==> config.mk <==
export PLATFORM = sky130hd
export DESIGN_NAME = axil_write_resp_ctrl
export DESIGN_NICKNAME = d
export VERILOG_FILES = /design/src/rtl/axil_write_resp_ctrl.sv
export SDC_FILE = /design/constraint.sdc
export NUM_CORES = 1
export LEC_CHECK = 0
export ABC_AREA = 1
export CAP_MARGIN = 20
export CORE_ASPECT_RATIO = 1.1
export CORE_UTILIZATION = 35
export CTS_BUF_LIST = sky130_fd_sc_hd__clkbuf_4 sky130_fd_sc_hd__clkbuf_8
export CTS_CLUSTER_SIZE = 30
export DETAILED_ROUTE_END_ITERATION = 10
export HOLD_SLACK_MARGIN = 0.06
export PLACE_DENSITY = 0.82
export SLEW_MARGIN = 5
export SYNTH_ARGS = -nofsm -noshare
export SYNTH_HDL_FRONTEND = slang
export SYNTH_SLANG_ARGS = --single-unit
==> constraint.sdc <==
create_clock -name clk_i -period 1.5 [get_ports clk_i]
set_input_delay 0.225 -clock clk_i [delete_from_list [all_inputs] [get_ports clk_i]]
set_output_delay 0.225 -clock clk_i [all_outputs]
set_load 0.02 [all_outputs]
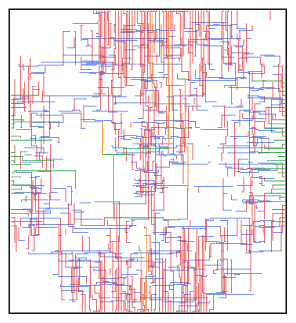
run_1/layers.png
(3 px per um)
M3 -> green  # wire length 349 um
M1 -> blue  # wire length 2510 um
M4 -> orange  # wire length 194 um
M2 -> red  # wire length 3650 um
Total GRT Usage: 15.04%
routed vias: 2084
WL final: 6.702 mm
wire per inst: 14.11 um

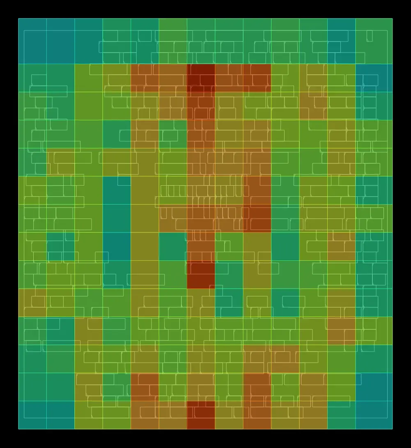
run_1/congestion_map.png
most used routing layer: met2
GRT met2 Usage: 27.21%
grt met3 use: 2.941%

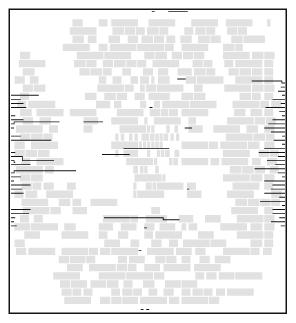
run_1/m3.png
(3 px per um) Cells faint in the background.
share of all routed wire = 5.2%
nets with wire on the layer = 66
wire length on this layer = 349 um

==> CHANGELOG.md, run 1 <==
### Implementation results

* Leak Pwr at 0.002768 uW
* OpenROAD warnings at 29
* CTS sink count at 80
* Area grow syn2layout at 55.25%
* Gr ovfl total at 0
* Async SR Flop Fraction at 100.0%
* Fillcell total at 727
* Cell family with most CP delay: flip-flops
* Fmax at 0.7566 GHz
* Drt pass-1 iters at 4
* RSZ-0062 raised after global routing: false
* Pin count of the biggest net entering global routing at 81
* Floorplan Utilization at 36.60%
* Final-report hold violation count at 0
* Buffers & Inverters on Critical Path at 1
* CP max FO at 3
* ANT cells at 0
* M1 wire length at 2.513 mm
* Final antenna-violating net count at 0
* Syn Std Cell Area at 3109 um2
* Power per cell area at 800.3 nW/um2
* Slowest cell on crit path: dfrtp_1
* CTS Buffer Depth at 2
* Seq share, synth at 64.39%
* Vias per cell at 4.387
* # rows at 35
* CP endpoint kind: output pin
* R2R setup slack at 0.28 ns
* Top cells by area, synth: dfrtp_1 (64%), mux2_2 (17%), mux2_4 (9.7%)
* CTS H-tree depth at 3
* Met1 usage at 16.79%
* Status: completed
* Ys Warns at 0
* DRC Markers at 0
## run 1: what timing repair did
action,in CTS,in global routing
hold buffers,1,0
endpoints found under the setup margin,73,0
endpoints found under the hold margin,80,0
resized,73,0
## run 1: cell usage in the layout (no fill, tap or decap), types with 2 or more instances in the layout
| master | instances |
|---|---|
| dfrtp_1 | 80 |
| clkdlybuf4s50_1 | 73 |
| dlygate4sd2_1 | 73 |
| mux2_2 | 48 |
| mux2_4 | 20 |
| inv_1 | 13 |
| nand2_1 | 13 |
| clkbuf_8 | 9 |
| nor2_1 | 7 |
| buf_4 | 5 |
| nand3_1 | 4 |
| buf_12 | 3 |
| nand2_2 | 2 |
| inv_6 | 2 |
| clkinv_4 | 2 |
| clkinvlp_4 | 2 |
## run 1: final cells by class
type | count | share of cell area [%]
Clock buffer | 9 | 2.566
Clock inverter | 7 | 1.140
Inverter | 13 | 1.011
Multi-Input combinational cell | 100 | 20.32
Sequential cell | 80 | 41.47
Tap cell | 111 | 2.877
Timing Repair Buffer | 155 | 30.61
## run 1: report_power, final
part	switching [uW]	internal (uW)	total, uW
logic	82.1	184	266
registers	3.88	2160	2170
clock network	816	615	1430
total	902	2960	3860
## run 1: stage by stage
step / total power [uW] / area [um2] / setup WS [ns] / utilization (%) / TNS, ns
after floorplan: 2235 / 3109 / 0.2215 / - / 0
after global placement: 2473 / 4730 / 0.01082 / 55.67 / 0
after detailed placement: 2478 / 4730 / -0.007471 / 55.67 / -0.01277
after CTS: 3941 / 4827 / 0.1503 / 56.82 / 0
after global routing: 4032 / 4827 / 0.1316 / 56.82 / 0
final: 3863 / 4827 / 0.1783 / 56.82 / 0
## run 1: cell families after synthesis
kind of cell	share of synthesized area, %
simple gates	3.783
compound gates	0.5230
flops	64.39
buf+inv	4.145
other cells	0.1206
mux	27.04
run_1/ff_map.png
(3 px per um) Other sequential cells in the stronger gray, the rest of the logic in the fainter gray.
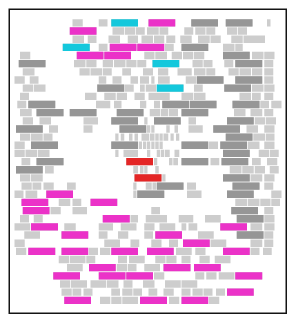

==> inputs of run 2 (changes only) <==
Settings changed: ABC_AREA 1 to not set, PLACE_DENSITY 0.82 to 0.83.
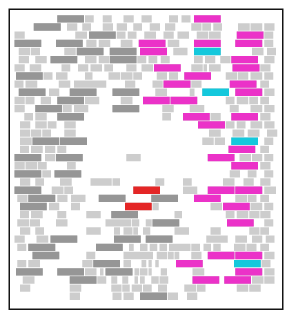
run_2/ff_map.png
(3 px per um) Other sequential cells in the stronger gray, the rest of the logic in the fainter gray.
state_q -> red  # placed flops 2
reg_wr_data_o -> magenta  # placed flops 32
reg_wr_strb_o -> cyan  # placed flops 4
Sequential Area: 2002 um2
final core occ: 57.37%
Seq power: 3640 uW

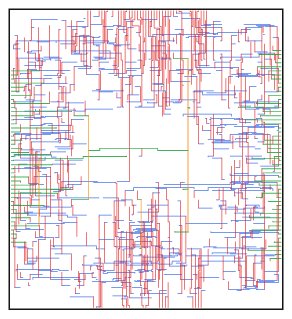
run_2/layers.png
(3 px per um)
M4 -> orange  # wire length 124 um
M1 -> blue  # wire length 2610 um
M3 -> green  # wire length 561 um
M2 -> red  # wire length 3450 um
Total GRT Usage: 16.17%
wire per inst: 14.69 um

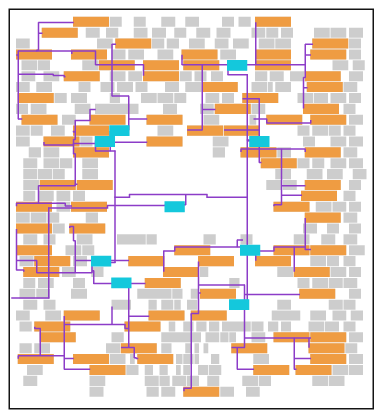
run_2/clock_wires.png
(4 px per um)
clock-net drivers -> cyan  # count 9
flip-flops -> orange  # count 80
clock wires -> purple  # length 949 um
flops lie = all over the die
clock power share: 17.8%
clk_skew: 0.01031 ns
Latency at later pin: 0.34 ns
Clock Power: 1610 uW

==> run 2 against run 1 <==
Via count grew 2.3%. Clock power grew about 10%. Non-clock buffer count grew 1. Die size shrank 2.6%. Critical path depth is the same. Synthesized cell count shrank 9.0%. Register-to-register slack lost 0.05 ns. Largest cell class unchanged. Sequential share of layout area grew 0.25 points.
==> CHANGELOG.md, run 2 <==
### Implementation results

* # rows at 35 (unchanged)
* DP Worst Slack at -0.07098 ns (-0.06351 ns)
* CTS tree: built
* Routed vias at 2131 (+2.3%)
* I/O Pins at 152
* WL final at 6.743 mm (+0.61%)
* Floorplan Utilization at 36.17% (-0.43 points)
* OpenROAD warnings at 29 (unchanged)
* CP max FO at 5 (+2)
* Die area at 9020 um2
* Fmax at 0.7418 GHz (-2.0%)
* Buffers & Inverters on Critical Path at 1 (unchanged)
* Async SR Flop Fraction at 100.0% (unchanged)
* CTS Buffer Depth at 2 (unchanged)
* Gr ovfl total at 0 (unchanged)
* Cell family with most CP delay: flip-flops
* Top cells by area, synth: dfrtp_1 (66%), mux2_1 (17%), mux2_2 (8.6%)
* Final setup margin at 0.1520 ns (-0.02634 ns)
* Vias per cell at 4.643 (+5.8%)
* Setup Total Neg Slack at 0 ns (unchanged)
* Crit path largest cell delay at 0.43 ns
* Pin count of the biggest net entering global routing at 44 (-46%)
* Ys Warns at 0 (unchanged)
* CTS sink count at 80 (unchanged)
* Leak Pwr at 0.002208 uW (-20%)
* Drt pass-1 iters at 3 (-1)
* Power per cell area at 1887 nW/um2 (+140%)
* Final antenna-violating net count at 0 (unchanged)
* Syn Std Cell Area at 3025 um2 (-2.7%)
* Slowest cell on crit path: dfrtp_1
* Final-report hold violation count at 0 (unchanged)
* Fillcell total at 726 (-0.14%)
* ANT cells at 0 (unchanged)
* DIE HEIGHT at 99.51 um
* Status: completed
* RSZ-0062 raised after global routing: false
* Worst Hold Class: input pin to asynchronous set/reset pin
* Most frequent cells in the layout: dfrtp_1 (80), clkdlybuf4s50_1 (73), dlygate4sd2_1 (73)
* Max VDD drop at 934.2 uV
* Seq share, synth at 66.17% (+1.8 points)
* CTS H-tree depth at 3 (unchanged)
* Cell total in the yosys stat output at 183
* Die Width at 90.65 um
* Power, Total at 9054 uW (+130%)
* CP endpoint kind: output pin
* DRC Markers at 0 (unchanged)
* R2R setup slack at 0.23 ns (-0.05 ns)
* GPL Wtd Cong at 0.7543
* Area grow syn2layout at 58.60%
## run 2: worst register-to-register path, cell delays in order, from the launching register on
cell and delay [ns]:
dfrtp_1 0.41, or2_1 0.31, a2111oi_4 0.24, nor4b_4 0.24
## run 2: metrics by stage
stage / hold WS (ns) / instance area [um2]
final: 0.3881 / 4798
after detailed placement: 0.2087 / 4674
after floorplan: -0.07059 / 3025
after global placement: 0.2016 / 4674
after CTS: 0.3899 / 4798
after global routing: 0.4161 / 4798
## run 2: cell type report
class | count | area (um2) | area share [%]
clock inverters | 4 | 52.55 | 1.095
flip-flops and latches | 80 | 2002 | 41.72
clock buffers | 12 | 152.6 | 3.181
well taps | 111 | 138.9 | 2.894
multi-input cells | 95 | 963.4 | 20.08
repair buffers | 156 | 1485 | 30.95
inverters | 1 | 3.754 | 0.07823
## run 2: power breakdown
part	switching, uW	internal, uW	total, uW
Clock	751	859	1610
Sequential	474	3170	3640
Combinational	2090	1720	3810
Total	3310	5740	9050
## run 2: metal layers
metal / wire length (um) / GRT usage [%] / part of all wire (%) / vias to the layer above
li1: - / - / - / 965
met1: 2612 / 18.19 / 39 / 1049
met2: 3445 / 28.21 / 51 / 105
met3: 560 / 5.122 / 8.3 / 12
met4: 124 / 7.072 / 1.8 / 0
met5: 0 / 0 / 0 / -
## run 2: kinds of logic after synthesis
family          after synthesis  share of synthesized area, %
compound gates               13                         3.515
buf+inv                       8                         1.985
flops                        80                         66.17
mux                          68                         25.31
other cells                   1                        0.1240
simple gates                 13                         2.895
## run 2: repair_timing
item,CTS,global route
setup endpoints to repair,73,0
buffers inserted,0,0
hold buffers,1,0
resized,73,0
endpoints found under the hold margin,80,0
No activity file was given, so power comes from the tool's default toggle rates.
